$ cat src/rtl/booth_multiplier_seq_if.sv
// booth_multiplier_seq_if: start/operand/result bundle for the sequential Booth multiplier
interface booth_multiplier_seq_if #(parameter int WIDTH = 8);
  logic                 start;
  logic [WIDTH-1:0]     M;
  logic [WIDTH-1:0]     Q;
  logic [2*WIDTH-1:0]   product;
  logic                 busy;
  logic                 done;
  modport master (output start, M, Q, input product, busy, done);
  modport slave  (input start, M, Q, output product, busy, done);
endinterface

$ cat src/rtl/booth_multiplier_seq.sv
// booth_multiplier_seq: radix-2 Booth signed multiplier, one add/sub-and-shift step per clock
module booth_multiplier_seq #(
  parameter int WIDTH = 8
) (
  input  logic                   clk,
  input  logic                   n_rst,
  booth_multiplier_seq_if.slave  bus
);
  localparam int CW = $clog2(WIDTH);
  localparam logic [CW-1:0] LAST = CW'(WIDTH - 1);
  typedef enum logic [1:0] {IDLE, RUN, DONE} state_t;
  state_t               state_q, state_d;
  logic [WIDTH:0]       a_q, a_d, m_q, m_d, sum;
  logic [WIDTH-1:0]     qr_q, qr_d;
  logic                 q1_q, q1_d;
  logic [CW-1:0]        cnt_q, cnt_d;
  logic [2*WIDTH-1:0]   product_q, product_d;
  logic [2*WIDTH+1:0]   shifted;
  assign bus.product = product_q;
  assign bus.busy    = state_q != IDLE;
  assign bus.done    = state_q == DONE;
  // state, datapath and result registers; reset aborts any operation in flight
  always_ff @(posedge clk or negedge n_rst) begin
    if (!n_rst) begin
      state_q   <= IDLE;
      a_q       <= '0;
      m_q       <= '0;
      qr_q      <= '0;
      q1_q      <= 1'b0;
      cnt_q     <= '0;
      product_q <= '0;
    end else begin
      state_q   <= state_d;
      a_q       <= a_d;
      m_q       <= m_d;
      qr_q      <= qr_d;
      q1_q      <= q1_d;
      cnt_q     <= cnt_d;
      product_q <= product_d;
    end
  end
  // Booth step on {Q[0], Q_-1}, then arithmetic shift of {A, Q, Q_-1}; A is one bit wider so -2^(W-1) never overflows
  always_comb begin
    state_d   = state_q;
    a_d       = a_q;
    m_d       = m_q;
    qr_d      = qr_q;
    q1_d      = q1_q;
    cnt_d     = cnt_q;
    product_d = product_q;
    sum       = (qr_q[0] && !q1_q) ? a_q - m_q : (!qr_q[0] && q1_q) ? a_q + m_q : a_q;
    shifted   = {sum[WIDTH], sum, qr_q};
    if (state_q == IDLE && bus.start) begin
      state_d = RUN;
      m_d     = {bus.M[WIDTH-1], bus.M};
      qr_d    = bus.Q;
      a_d     = '0;
      q1_d    = 1'b0;
      cnt_d   = '0;
    end else if (state_q == RUN) begin
      a_d   = shifted[2*WIDTH+1:WIDTH+1];
      qr_d  = shifted[WIDTH:1];
      q1_d  = shifted[0];
      cnt_d = cnt_q + 1'b1;
      if (cnt_q == LAST) begin
        state_d   = DONE;
        product_d = shifted[2*WIDTH:1];
      end
    end else if (state_q == DONE) begin
      state_d = IDLE;
    end
  end
endmodule

$ cat src/flat_wrapper.sv
// flat-port wrapper written by rule: the top's interface ports become plain ports
module booth_multiplier_seq_flat 
#(
  parameter int WIDTH = 8
)
  (clk, n_rst, bus_start, bus_M, bus_Q, bus_product, bus_busy, bus_done);
  booth_multiplier_seq_if #(.WIDTH(WIDTH)) bus_i ();
  input  logic clk;
  input  logic n_rst;
  input wire logic [$bits(bus_i.start)-1:0] bus_start;
  input wire logic [$bits(bus_i.M)-1:0] bus_M;
  input wire logic [$bits(bus_i.Q)-1:0] bus_Q;
  output wire logic [$bits(bus_i.product)-1:0] bus_product;
  output wire logic [$bits(bus_i.busy)-1:0] bus_busy;
  output wire logic [$bits(bus_i.done)-1:0] bus_done;
  assign bus_i.start = bus_start;
  assign bus_i.M = bus_M;
  assign bus_i.Q = bus_Q;
  assign bus_product = bus_i.product;
  assign bus_busy = bus_i.busy;
  assign bus_done = bus_i.done;
  booth_multiplier_seq #(.WIDTH(WIDTH)) u_core (.clk(clk), .n_rst(n_rst), .bus(bus_i));
endmodule
$ cat config.mk
export PLATFORM = sky130hd
export DESIGN_NAME = booth_multiplier_seq_flat
export DESIGN_NICKNAME = d
export VERILOG_FILES = /design/src/rtl/booth_multiplier_seq_if.sv /design/src/rtl/booth_multiplier_seq.sv /design/src/flat_wrapper.sv
export SDC_FILE = /design/constraint.sdc
export NUM_CORES = 1
export LEC_CHECK = 0
export CAP_MARGIN = 15
export CORE_AREA = 3 3 81 83
export CTS_CLUSTER_DIAMETER = 120
export DETAILED_ROUTE_END_ITERATION = 16
export DIE_AREA = 0 0 84 86
export GPL_ROUTABILITY_DRIVEN = 0
export PLACE_DENSITY = 0.79
export SLEW_MARGIN = 20
export SYNTH_ARGS = -nofsm -noshare
export SYNTH_HDL_FRONTEND = slang
export SYNTH_SLANG_ARGS = --single-unit
$ cat constraint.sdc
create_clock -name clk -period 5.3 [get_ports clk]
set_input_delay 1.06 -clock clk [delete_from_list [all_inputs] [get_ports clk]]
set_output_delay 1.06 -clock clk [all_outputs]
set_load 0.005 [all_outputs]
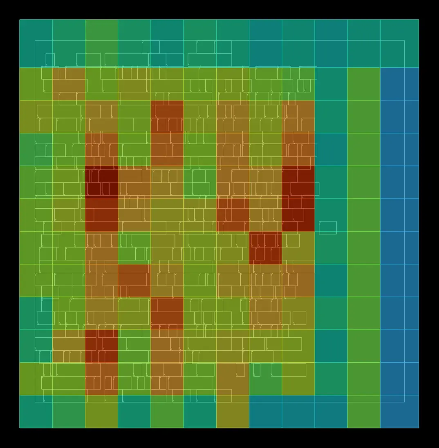
**Above:** track usage over the die.
GRT met1 Usage: 22.2%
Top Usage Layer GRT: met2
GRT Overall Usage: 17.1%
met3 usage: 2.50%
wire length per cell: 14.8 um

==> impl_metrics.toml <==
# implementation run metrics
[run_status]
status = "complete, no violations"

[route]
viasPerCell = 5.54
route.vias.total = 2220
highest_layer = "met4"
dr_wl_met2_um = 2830
firstDrtPassIters = 4
drc_errors = 0

[power_and_ir_drop]
pwr-share-seq_pct = 29.7
ir_worst_vdd_mv = 0.437
power_density_nw_per_um2 = 717
p_clk_mw = 0.214
p_leak_nw = 1.42
combinationalPower_mw = 1.40
maxPowerGroup = "combinational logic"

[synth]
top_cell_area_share_pct = 42.0
ys_sh_simple_pct = 16.8
yosys.area.top_type = "dfrtp_1"
ys.flop_type = "dfrtp_1"
syn_area_per_cell_um2 = 9.19
synth_adder_area_share_pct = 9.69
synth_dominant_cell_count = "nand2_1"

[finish]
fin_cells = 401
seqCellArea_um2 = 1150
largest_register_ffs = 16
final_nets = 364
drive_above_1_share_pct = 4.91
dominant_cells = "multi-input combinational cells"
buffer_area_share_pct = 11.1
lay_top_count = "nand2_1"
final-comb-area_um2 = 1450
ff_count = 46

[critical_path]
r2r-end = "u_core.bus.product[4]"
r2r_start = "u_core.state_q[0]"
ff2ff_path_depth = 3
critPathMaxFanout = 28
crit_family = "simple AND/OR/NAND/NOR gates"
cp-end-kind = "register"
crit_chain = "clkdlybuf4s50_1, and2_1, nor2_1, nand2_1, o21ai_0"
cp_num_cells = 5
setup.worst_path.start_class = "input pin"

[timing]
fmax_ghz = 0.380
max-slew-margin-rel_pct = 34.2
slew_violations = 0
hold_slack_ps = 489

[clock_tree]
cts_resized = 0
insertion_delay_ps = 290
clock-sinks = 46
cts_root_buf = "clkbuf_8"
numCtsBuffers = 5
clk_pin_slew_worst_paths_ps = 80

[grt]
antenna_found_initial = 0
grt_max_degree = 47
grt_pass1_wl_um = 10200
grt_pass1_vias = 2242

[worst_hold_path]
hp-class = "reg2reg"

[place]
hpwlAfterDp_um = 4360
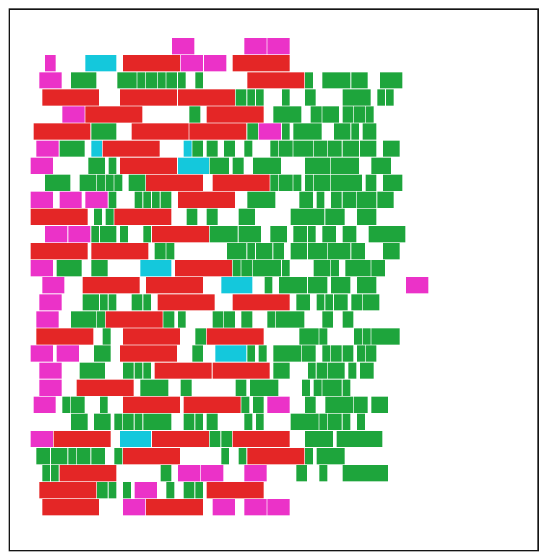
**Above:** placed cells, one colour a class.
[green] remaining logic cells | cells: 236
[cyan] clock drivers and dummy loads | cells: 8
[magenta] remaining buffers and delay cells | cells: 36
[red] registers | cells: 46

Power figures rest on the tool's default switching activity, not on a simulated workload.
